**config.mk**
```make
export PLATFORM = sky130hd
export DESIGN_NAME = reg_io_arbiter
export DESIGN_NICKNAME = d
export VERILOG_FILES = /design/src/rtl/reg_io_arbiter.sv
export SDC_FILE = /design/constraint.sdc
export NUM_CORES = 1
export LEC_CHECK = 0
export CAP_MARGIN = 15
export CORE_MARGIN = 2
export CORE_UTILIZATION = 41
export CTS_CLUSTER_DIAMETER = 30
export DETAILED_ROUTE_END_ITERATION = 10
export PLACE_DENSITY = 0.84
export RECOVER_POWER = 100
export SLEW_MARGIN = 20
export SYNTH_ARGS = -nofsm -noshare
export SYNTH_HDL_FRONTEND = slang
export SYNTH_SLANG_ARGS = --single-unit
```
**constraint.sdc**
```tcl
create_clock -name sysclk -period 2.57 [get_ports sysclk]
set_input_delay 0.3855 -clock sysclk [delete_from_list [all_inputs] [get_ports sysclk]]
set_output_delay 0.3855 -clock sysclk [all_outputs]
set_load 0.03 [all_outputs]
```
**src/rtl/reg_io_arbiter.sv**
```systemverilog
// Arbitrates three requesters onto the single KSZ8851 register IO engine and
// sequences one command at a time, with a watchdog abort for a hung engine.
//
// state | meaning
// ------+---------------------------------------------------------------
// IDLE  | waiting for an eligible request while the engine sits in ST_WAIT
// ISSUE | NewCommand held high until the engine reaches ST_ADDR0
// BUSY  | engine running; waiting for ST_READ2 / ST_WRITE2
// DONE  | one-cycle ack (and err on abort) to the owner
module reg_io_arbiter #(
    parameter int          TIMEOUT   = 1023,
    parameter logic [3:0]  ST_WAIT   = 4'b1001,
    parameter logic [3:0]  ST_ADDR0  = 4'b0000,
    parameter logic [3:0]  ST_READ2  = 4'b0101,
    parameter logic [3:0]  ST_WRITE2 = 4'b1000
) (
    input  logic        sysclk,
    input  logic        reset,
    input  logic        init_busy,
    input  logic [2:0]  req,
    input  logic [2:0]  req_wr,
    input  logic [2:0]  req_len,
    input  logic [23:0] req_offset,
    input  logic [47:0] req_wdata,
    output logic [7:0]  offset,
    output logic        length,
    output logic        WR,
    output logic [15:0] writeData,
    output logic        NewCommand,
    input  logic [3:0]  state,
    input  logic [15:0] readData,
    output logic [15:0] rdata,
    output logic [2:0]  ack,
    output logic        err,
    output logic [1:0]  owner,
    output logic        busy
);

    typedef enum logic [1:0] {IDLE, ISSUE, BUSY, DONE} fsm_t;

    localparam logic [9:0] WDOG_LAST = 10'(TIMEOUT - 1);

    fsm_t        fsm, fsm_nxt;
    logic [9:0]  wdog;
    logic [1:0]  rr_last;
    logic        grant;
    logic [1:0]  gnt_id;
    logic        wdog_hit;
    logic        eng_done;
    logic        abort;
    logic [7:0]  sel_offset;
    logic        sel_len;
    logic        sel_wr;
    logic [15:0] sel_wdata;

    assign wdog_hit = (wdog == WDOG_LAST);
    assign eng_done = (state == ST_READ2) || (state == ST_WRITE2);
    // A completion seen on the same edge as the watchdog expiry wins.
    assign abort    = wdog_hit && ((fsm == ISSUE) || (fsm == BUSY && !eng_done));

    always_comb begin
        grant  = 1'b0;
        gnt_id = 2'd0;
        if (state == ST_WAIT) begin
            if (init_busy) begin
                grant  = req[0];
                gnt_id = 2'd0;
            end else if (req[1] && req[2]) begin
                grant  = 1'b1;
                gnt_id = (rr_last == 2'd1) ? 2'd2 : 2'd1;
            end else if (req[1]) begin
                grant  = 1'b1;
                gnt_id = 2'd1;
            end else if (req[2]) begin
                grant  = 1'b1;
                gnt_id = 2'd2;
            end
        end
    end

    always_comb begin
        sel_offset = '0;
        sel_len    = 1'b0;
        sel_wr     = 1'b0;
        sel_wdata  = '0;
        case (gnt_id)
            2'd0: begin
                sel_offset = req_offset[7:0];
                sel_len    = req_len[0];
                sel_wr     = req_wr[0];
                sel_wdata  = req_wdata[15:0];
            end
            2'd1: begin
                sel_offset = req_offset[15:8];
                sel_len    = req_len[1];
                sel_wr     = req_wr[1];
                sel_wdata  = req_wdata[31:16];
            end
            default: begin
                sel_offset = req_offset[23:16];
                sel_len    = req_len[2];
                sel_wr     = req_wr[2];
                sel_wdata  = req_wdata[47:32];
            end
        endcase
    end

    always_comb begin
        fsm_nxt = fsm;
        case (fsm)
            IDLE:  if (grant) fsm_nxt = ISSUE;
            ISSUE: begin
                if (abort)                   fsm_nxt = DONE;
                else if (state == ST_ADDR0)  fsm_nxt = BUSY;
            end
            BUSY:  if (eng_done || abort) fsm_nxt = DONE;
            DONE:  fsm_nxt = IDLE;
            default: fsm_nxt = IDLE;
        endcase
    end

    always_ff @(posedge sysclk or negedge reset) begin
        if (!reset) fsm <= IDLE;
        else        fsm <= fsm_nxt;
    end

    always_ff @(posedge sysclk or negedge reset) begin
        if (!reset) begin
            offset     <= '0;
            length     <= 1'b0;
            WR         <= 1'b0;
            writeData  <= '0;
            NewCommand <= 1'b0;
            rdata      <= '0;
            ack        <= '0;
            err        <= 1'b0;
            owner      <= 2'd0;
            busy       <= 1'b0;
            rr_last    <= 2'd2;
            wdog       <= '0;
        end else begin
            ack <= '0;
            err <= 1'b0;
            case (fsm)
                IDLE: begin
                    if (grant) begin
                        owner      <= gnt_id;
                        offset     <= sel_offset;
                        length     <= sel_len;
                        WR         <= sel_wr;
                        writeData  <= sel_wr ? sel_wdata : 16'h0000;
                        NewCommand <= 1'b1;
                        busy       <= 1'b1;
                        wdog       <= '0;
                    end
                end
                ISSUE, BUSY: begin
                    wdog <= wdog + 10'd1;
                    if (fsm == ISSUE && state == ST_ADDR0)
                        NewCommand <= 1'b0;
                    if (abort) begin
                        NewCommand <= 1'b0;
                        busy       <= 1'b0;
                        ack        <= 3'b001 << owner;
                        err        <= 1'b1;
                    end else if (fsm == BUSY && eng_done) begin
                        if (!WR) rdata <= readData;
                        busy <= 1'b0;
                        ack  <= 3'b001 << owner;
                    end
                end
                DONE: begin
                    if (owner != 2'd0) rr_last <= owner;
                end
                default: ;
            endcase
        end
    end

endmodule

```
==> run summary <==
Detail Route Antenna Nets - 0
DR vias - 3,207
Cells along the critical path - inv_1, ha_1, and4_1, and4_1, or4_4, mux2_1
Max Fclk - 0.436 GHz
Yosys top cell by area - dfrtp_1
MaxCap Viol Count - 1
Setup Viol. Count Final - 0
Sequential power share - 32.8%
WP data arrival - 2510 ps
Post-Place Cell Area - 4960 sq um
CP peak stage delay - 660 ps
Max Slew Vio Count - 65
FF-to-FF setup slack - 270 ps
Main area contributors - dfrtp_1, o21ai_0, nor2_1
Seq power - 1.64 mW
Clock Power Share - 17.3%
Area growth syn-to-layout - 56.0%
Top Layout Cells - clkdlybuf4s50_1, dfrtp_1, dlygate4sd3_1, nor2_1, nand2_1
Critical path startpoint category - flip-flop
Setup TNS - 0 ps
Hpwl dp - 7.23 mm
Share of layout cells above drive strength 1 - 7.89%
Die area - 8700 sq um
Synth Seq Share - 49.0%
Run status - finished, violations left
Failing checks - capacitance limit, slew limit
Tot Pwr - 5.00 mW
Tool Warnings - 31
Routed wl met3 - 628 um
Via density - 5.38
Top cell category - non-clock buffers
Primary FF master, synth - dfrtp_1
Chip Area, Yosys - 3270 sq um
Fin. Hold Viols - 0
Clock skew - 6.52 ps
[sequential cells by signal (all words and copies together), names as in the netlist]
signal	count
busy	1
WR	1
length	1
owner	2
NewCommand	1
offset	8
rdata	16
fsm	2
err	1
ack	3
writeData	16
wdog	10
rr_last	2
[layer usage]
| metal | GRT usage [%] | up-vias |
|---|---|---|
| li1 | - | 1536 |
| met1 | 25.6 | 1546 |
| met2 | 40.4 | 117 |
| met3 | 4.67 | 8 |
| met4 | 4.78 | 0 |
| met5 | 0 | - |
[logic make-up (layout without fill, tap and decap cells)]
family                   Yosys count  in the layout  synth area share (%)
AND-OR/OR-AND                     90             90                  19.3
adder cells (fa/ha/maj)            7              7                  2.68
buffers and inverters             24            190                  3.25
flip-flops                        64             64                  49.0
multiplexers                      19             19                  7.66
AND/OR/NAND/NOR                  124            124                  18.0
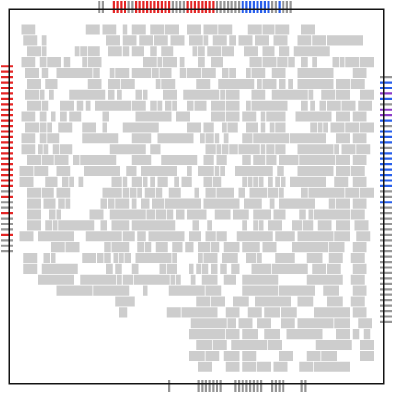
(pin placement)
Scale: 4 px per um. Pins as bars across the die edge, other pins in grey.
legend:
  blue:
    port: `req_offset`
    pins: 24
    direction: input
    edge: 15 east, 9 north
  purple:
    port: `req_len`
    pins: 3
    direction: input
    edge: east
  red:
    port: `req_wdata`
    pins: 48
    direction: input
    edge: 26 west, 22 north
all pins by edge: 51 north, 46 east, 35 west, 22 south

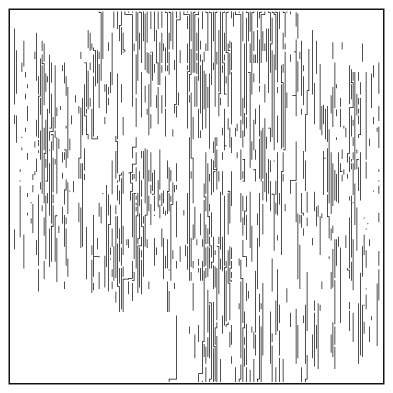
(the metal 2 layer)
Scale: 4 px per um.
longest straight run: 35.7 um
nets with wire on the layer: 525

No activity file was given, so power comes from the tool's default toggle rates.
